**Placement view**

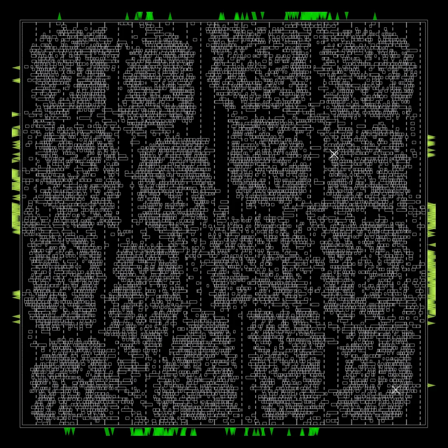
**Register map, names as in the netlist**

Drawn at 1 px/µm. Other sequential cells in the stronger grey, the rest of the logic in the fainter grey.
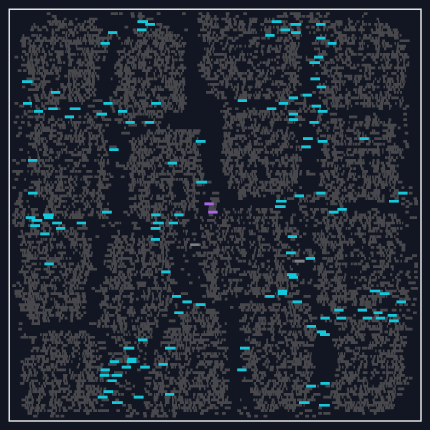
==> src/rtl/inv_sub_bytes_engine.sv <==
// Column-serial AES InvSubBytes engine: one 32-bit column per BUSY cycle, valid/ready on both sides.
// Define INV_SUB_BYTES_WIDE_EN to substitute all 16 bytes in a single BUSY cycle instead.
module inv_sub_bytes_engine (
    input  logic         clk,
    input  logic         n_rst,
    input  logic         in_valid,
    input  logic [127:0] in_data,
    output logic         in_ready,
    output logic         out_valid,
    output logic [127:0] out_data,
    input  logic         out_ready,
    output logic         busy
);

    localparam logic [7:0] INV_SBOX [256] = '{
        8'h52, 8'h09, 8'h6a, 8'hd5, 8'h30, 8'h36, 8'ha5, 8'h38, 8'hbf, 8'h40, 8'ha3, 8'h9e, 8'h81, 8'hf3, 8'hd7, 8'hfb,
        8'h7c, 8'he3, 8'h39, 8'h82, 8'h9b, 8'h2f, 8'hff, 8'h87, 8'h34, 8'h8e, 8'h43, 8'h44, 8'hc4, 8'hde, 8'he9, 8'hcb,
        8'h54, 8'h7b, 8'h94, 8'h32, 8'ha6, 8'hc2, 8'h23, 8'h3d, 8'hee, 8'h4c, 8'h95, 8'h0b, 8'h42, 8'hfa, 8'hc3, 8'h4e,
        8'h08, 8'h2e, 8'ha1, 8'h66, 8'h28, 8'hd9, 8'h24, 8'hb2, 8'h76, 8'h5b, 8'ha2, 8'h49, 8'h6d, 8'h8b, 8'hd1, 8'h25,
        8'h72, 8'hf8, 8'hf6, 8'h64, 8'h86, 8'h68, 8'h98, 8'h16, 8'hd4, 8'ha4, 8'h5c, 8'hcc, 8'h5d, 8'h65, 8'hb6, 8'h92,
        8'h6c, 8'h70, 8'h48, 8'h50, 8'hfd, 8'hed, 8'hb9, 8'hda, 8'h5e, 8'h15, 8'h46, 8'h57, 8'ha7, 8'h8d, 8'h9d, 8'h84,
        8'h90, 8'hd8, 8'hab, 8'h00, 8'h8c, 8'hbc, 8'hd3, 8'h0a, 8'hf7, 8'he4, 8'h58, 8'h05, 8'hb8, 8'hb3, 8'h45, 8'h06,
        8'hd0, 8'h2c, 8'h1e, 8'h8f, 8'hca, 8'h3f, 8'h0f, 8'h02, 8'hc1, 8'haf, 8'hbd, 8'h03, 8'h01, 8'h13, 8'h8a, 8'h6b,
        8'h3a, 8'h91, 8'h11, 8'h41, 8'h4f, 8'h67, 8'hdc, 8'hea, 8'h97, 8'hf2, 8'hcf, 8'hce, 8'hf0, 8'hb4, 8'he6, 8'h73,
        8'h96, 8'hac, 8'h74, 8'h22, 8'he7, 8'had, 8'h35, 8'h85, 8'he2, 8'hf9, 8'h37, 8'he8, 8'h1c, 8'h75, 8'hdf, 8'h6e,
        8'h47, 8'hf1, 8'h1a, 8'h71, 8'h1d, 8'h29, 8'hc5, 8'h89, 8'h6f, 8'hb7, 8'h62, 8'h0e, 8'haa, 8'h18, 8'hbe, 8'h1b,
        8'hfc, 8'h56, 8'h3e, 8'h4b, 8'hc6, 8'hd2, 8'h79, 8'h20, 8'h9a, 8'hdb, 8'hc0, 8'hfe, 8'h78, 8'hcd, 8'h5a, 8'hf4,
        8'h1f, 8'hdd, 8'ha8, 8'h33, 8'h88, 8'h07, 8'hc7, 8'h31, 8'hb1, 8'h12, 8'h10, 8'h59, 8'h27, 8'h80, 8'hec, 8'h5f,
        8'h60, 8'h51, 8'h7f, 8'ha9, 8'h19, 8'hb5, 8'h4a, 8'h0d, 8'h2d, 8'he5, 8'h7a, 8'h9f, 8'h93, 8'hc9, 8'h9c, 8'hef,
        8'ha0, 8'he0, 8'h3b, 8'h4d, 8'hae, 8'h2a, 8'hf5, 8'hb0, 8'hc8, 8'heb, 8'hbb, 8'h3c, 8'h83, 8'h53, 8'h99, 8'h61,
        8'h17, 8'h2b, 8'h04, 8'h7e, 8'hba, 8'h77, 8'hd6, 8'h26, 8'he1, 8'h69, 8'h14, 8'h63, 8'h55, 8'h21, 8'h0c, 8'h7d
    };

    typedef enum logic [1:0] {
        IDLE = 2'd0,
        BUSY = 2'd1,
        DONE = 2'd2
    } state_t;

    state_t       state_q, state_d;
    logic [1:0]   col_q, col_d;
    logic [127:0] data_q, data_d;

    // Four parallel lookups covering one column of the state.
    function automatic logic [31:0] invSub4(input logic [31:0] w);
        logic [31:0] r;
        r = {INV_SBOX[w[31:24]], INV_SBOX[w[23:16]], INV_SBOX[w[15:8]], INV_SBOX[w[7:0]]};
        return r;
    endfunction

    always_ff @(posedge clk or negedge n_rst) begin
        if (!n_rst) begin
            state_q <= IDLE;
            col_q   <= 2'd0;
            data_q  <= 128'h0;
        end else begin
            state_q <= state_d;
            col_q   <= col_d;
            data_q  <= data_d;
        end
    end

    always_comb begin
        state_d = state_q;
        col_d   = col_q;
        data_d  = data_q;
        case (state_q)
            IDLE: begin
                if (in_valid) begin
                    data_d  = in_data;
                    col_d   = 2'd0;
                    state_d = BUSY;
                end
            end
            BUSY: begin
`ifdef INV_SUB_BYTES_WIDE_EN
                data_d  = {invSub4(data_q[127:96]), invSub4(data_q[95:64]),
                           invSub4(data_q[63:32]),  invSub4(data_q[31:0])};
                col_d   = 2'd0;
                state_d = DONE;
`else
                // Columns above col_q stay raw, so out_data shows the partial result.
                case (col_q)
                    2'd0:    data_d[31:0]   = invSub4(data_q[31:0]);
                    2'd1:    data_d[63:32]  = invSub4(data_q[63:32]);
                    2'd2:    data_d[95:64]  = invSub4(data_q[95:64]);
                    default: data_d[127:96] = invSub4(data_q[127:96]);
                endcase
                col_d = col_q + 2'd1;
                if (col_q == 2'd3) begin
                    state_d = DONE;
                end
`endif
            end
            DONE: begin
                if (out_ready) begin
                    state_d = IDLE;
                end
            end
            default: state_d = IDLE;
        endcase
    end

    assign in_ready  = (state_q == IDLE);
    assign out_valid = (state_q == DONE);
    assign busy      = (state_q != IDLE);
    assign out_data  = data_q;

endmodule

==> config.mk <==
export PLATFORM = sky130hd
export DESIGN_NAME = inv_sub_bytes_engine
export DESIGN_NICKNAME = d
export VERILOG_FILES = /design/src/rtl/inv_sub_bytes_engine.sv
export SDC_FILE = /design/constraint.sdc
export NUM_CORES = 2
export LEC_CHECK = 0
export CORE_MARGIN = 2
export CORE_UTILIZATION = 35
export CTS_CLUSTER_DIAMETER = 30
export DETAILED_ROUTE_END_ITERATION = 8
export MAX_ROUTING_LAYER = met4
export SYNTH_ARGS = -nofsm -noshare
export SYNTH_HDL_FRONTEND = slang
export SYNTH_SLANG_ARGS = --single-unit
==> constraint.sdc <==
create_clock -name clk -period 3.1 [get_ports clk]
set_input_delay 0.465 -clock clk [delete_from_list [all_inputs] [get_ports clk]]
set_output_delay 0.465 -clock clk [all_outputs]
set_load 0.01 [all_outputs]
==> impl_results.html <==
<h2>Implementation results</h2>
<table>
<tr><th>Metric</th><th>Value</th></tr>
<tr><th colspan="2">Setup path</th></tr>
<tr><td>Reg2reg start</td><td>out_data[90]</td></tr>
<tr><td>Startpoint of the most critical setup path</td><td>out_data[90]</td></tr>
<tr><td>Critical Path Start Type</td><td>register</td></tr>
<tr><td>List of cells traversed by the critical path</td><td>buf_4, and2_0, o21ai_0, o211ai_1, a21oi_1, a21oi_1, o211ai_1, a221oi_1</td></tr>
<tr><th colspan="2">Synth</th></tr>
<tr><td>Synthesized registers</td><td>132</td></tr>
<tr><td>Adder and majority cell fraction of the synthesized area</td><td>0.0633</td></tr>
<tr><td>Post-synthesis mux area share</td><td>0.0643</td></tr>
<tr><td>Number of unique standard cell types used by synthesis</td><td>between 90 and 100</td></tr>
<tr><td>AND/OR/NAND/NOR Cells, Area Fraction</td><td>0.279</td></tr>
<tr><td>Yosys stat chip area</td><td>57700 µm²</td></tr>
<tr><td>Post-synthesis sequential area ratio</td><td>0.0572</td></tr>
<tr><td>Net Count, Synth</td><td>around 9600</td></tr>
<tr><th colspan="2">Detailed routing</th></tr>
<tr><td>Total met3 wirelength after detailed routing</td><td>44.1 mm</td></tr>
<tr><td>Uppermost signal routing layer after detailed routing</td><td>met4</td></tr>
<tr><td>Via-per-instance ratio</td><td>7.16</td></tr>
<tr><td>DRC Markers</td><td>5</td></tr>
<tr><th colspan="2">CTS</th></tr>
<tr><td>Clk pin slew, worst setup/hold paths</td><td>approximately 90 ps</td></tr>
<tr><td>Clock tree from TritonCTS</td><td>built</td></tr>
<tr><td>Number of clock sinks</td><td>132</td></tr>
<tr><th colspan="2">Final timing</th></tr>
<tr><td>Final worst-path cycle share</td><td>0.983</td></tr>
<tr><td>Setup skew after layout</td><td>between 20 and 25 ps</td></tr>
<tr><td># setup viols final</td><td>0</td></tr>
<tr><td>Relative slew slack</td><td>0.309</td></tr>
<tr><th colspan="2">Cells and area</th></tr>
<tr><td>Flip-flop count of the largest register, all copies and words added</td><td>128</td></tr>
<tr><td>Commonest cells after routing, fill and taps aside</td><td>sky130_fd_sc_hd__a21oi_1 (945), sky130_fd_sc_hd__buf_4 (860), sky130_fd_sc_hd__nand2_1 (856), sky130_fd_sc_hd__o21ai_0 (817), sky130_fd_sc_hd__nor2_1 (718)</td></tr>
<tr><td>Diode count</td><td>18</td></tr>
<tr><td>Filler cell count in the final layout</td><td>17700</td></tr>
<tr><td>Commonest non-fill, non-tap cell in the layout</td><td>sky130_fd_sc_hd__a21oi_1</td></tr>
<tr><td>Final nets</td><td>around 9600</td></tr>
<tr><th colspan="2">Placed design</th></tr>
<tr><td>Quantity of I/O buffers inserted on ports</td><td>around 260</td></tr>
<tr><td>Final weighted congestion in routability-driven placement</td><td>1.09</td></tr>
<tr><th colspan="2">Run status</th></tr>
<tr><td>Run status</td><td>complete, but fails checks</td></tr>
<tr><td>Failing checks</td><td>design-rule violations</td></tr>
<tr><th colspan="2">Floorplanning</th></tr>
<tr><td>Vertical extent of the die</td><td>a little over 400 µm</td></tr>
<tr><td>Site row count</td><td>~150</td></tr>
<tr><td>Number of I/O pins</td><td>263</td></tr>
<tr><th colspan="2">GRT</th></tr>
<tr><td>First-pass GRT wire length</td><td>roughly 500 mm</td></tr>
<tr><td>Residual overflow from global routing</td><td>0</td></tr>
</table>
Back to the opening pictures, 'placement view':
sequential share of cell area: 0.0511
tapcell count: 2189

Back to the opening pictures, 'register map, names as in the netlist':
legend:
  `out_data`:
    colour: cyan
    sequential_cells: 128
    where: widely spread
  `col_q`:
    colour: purple
    sequential_cells: 2
not coloured: 2
Sequential Area: 3430 µm²

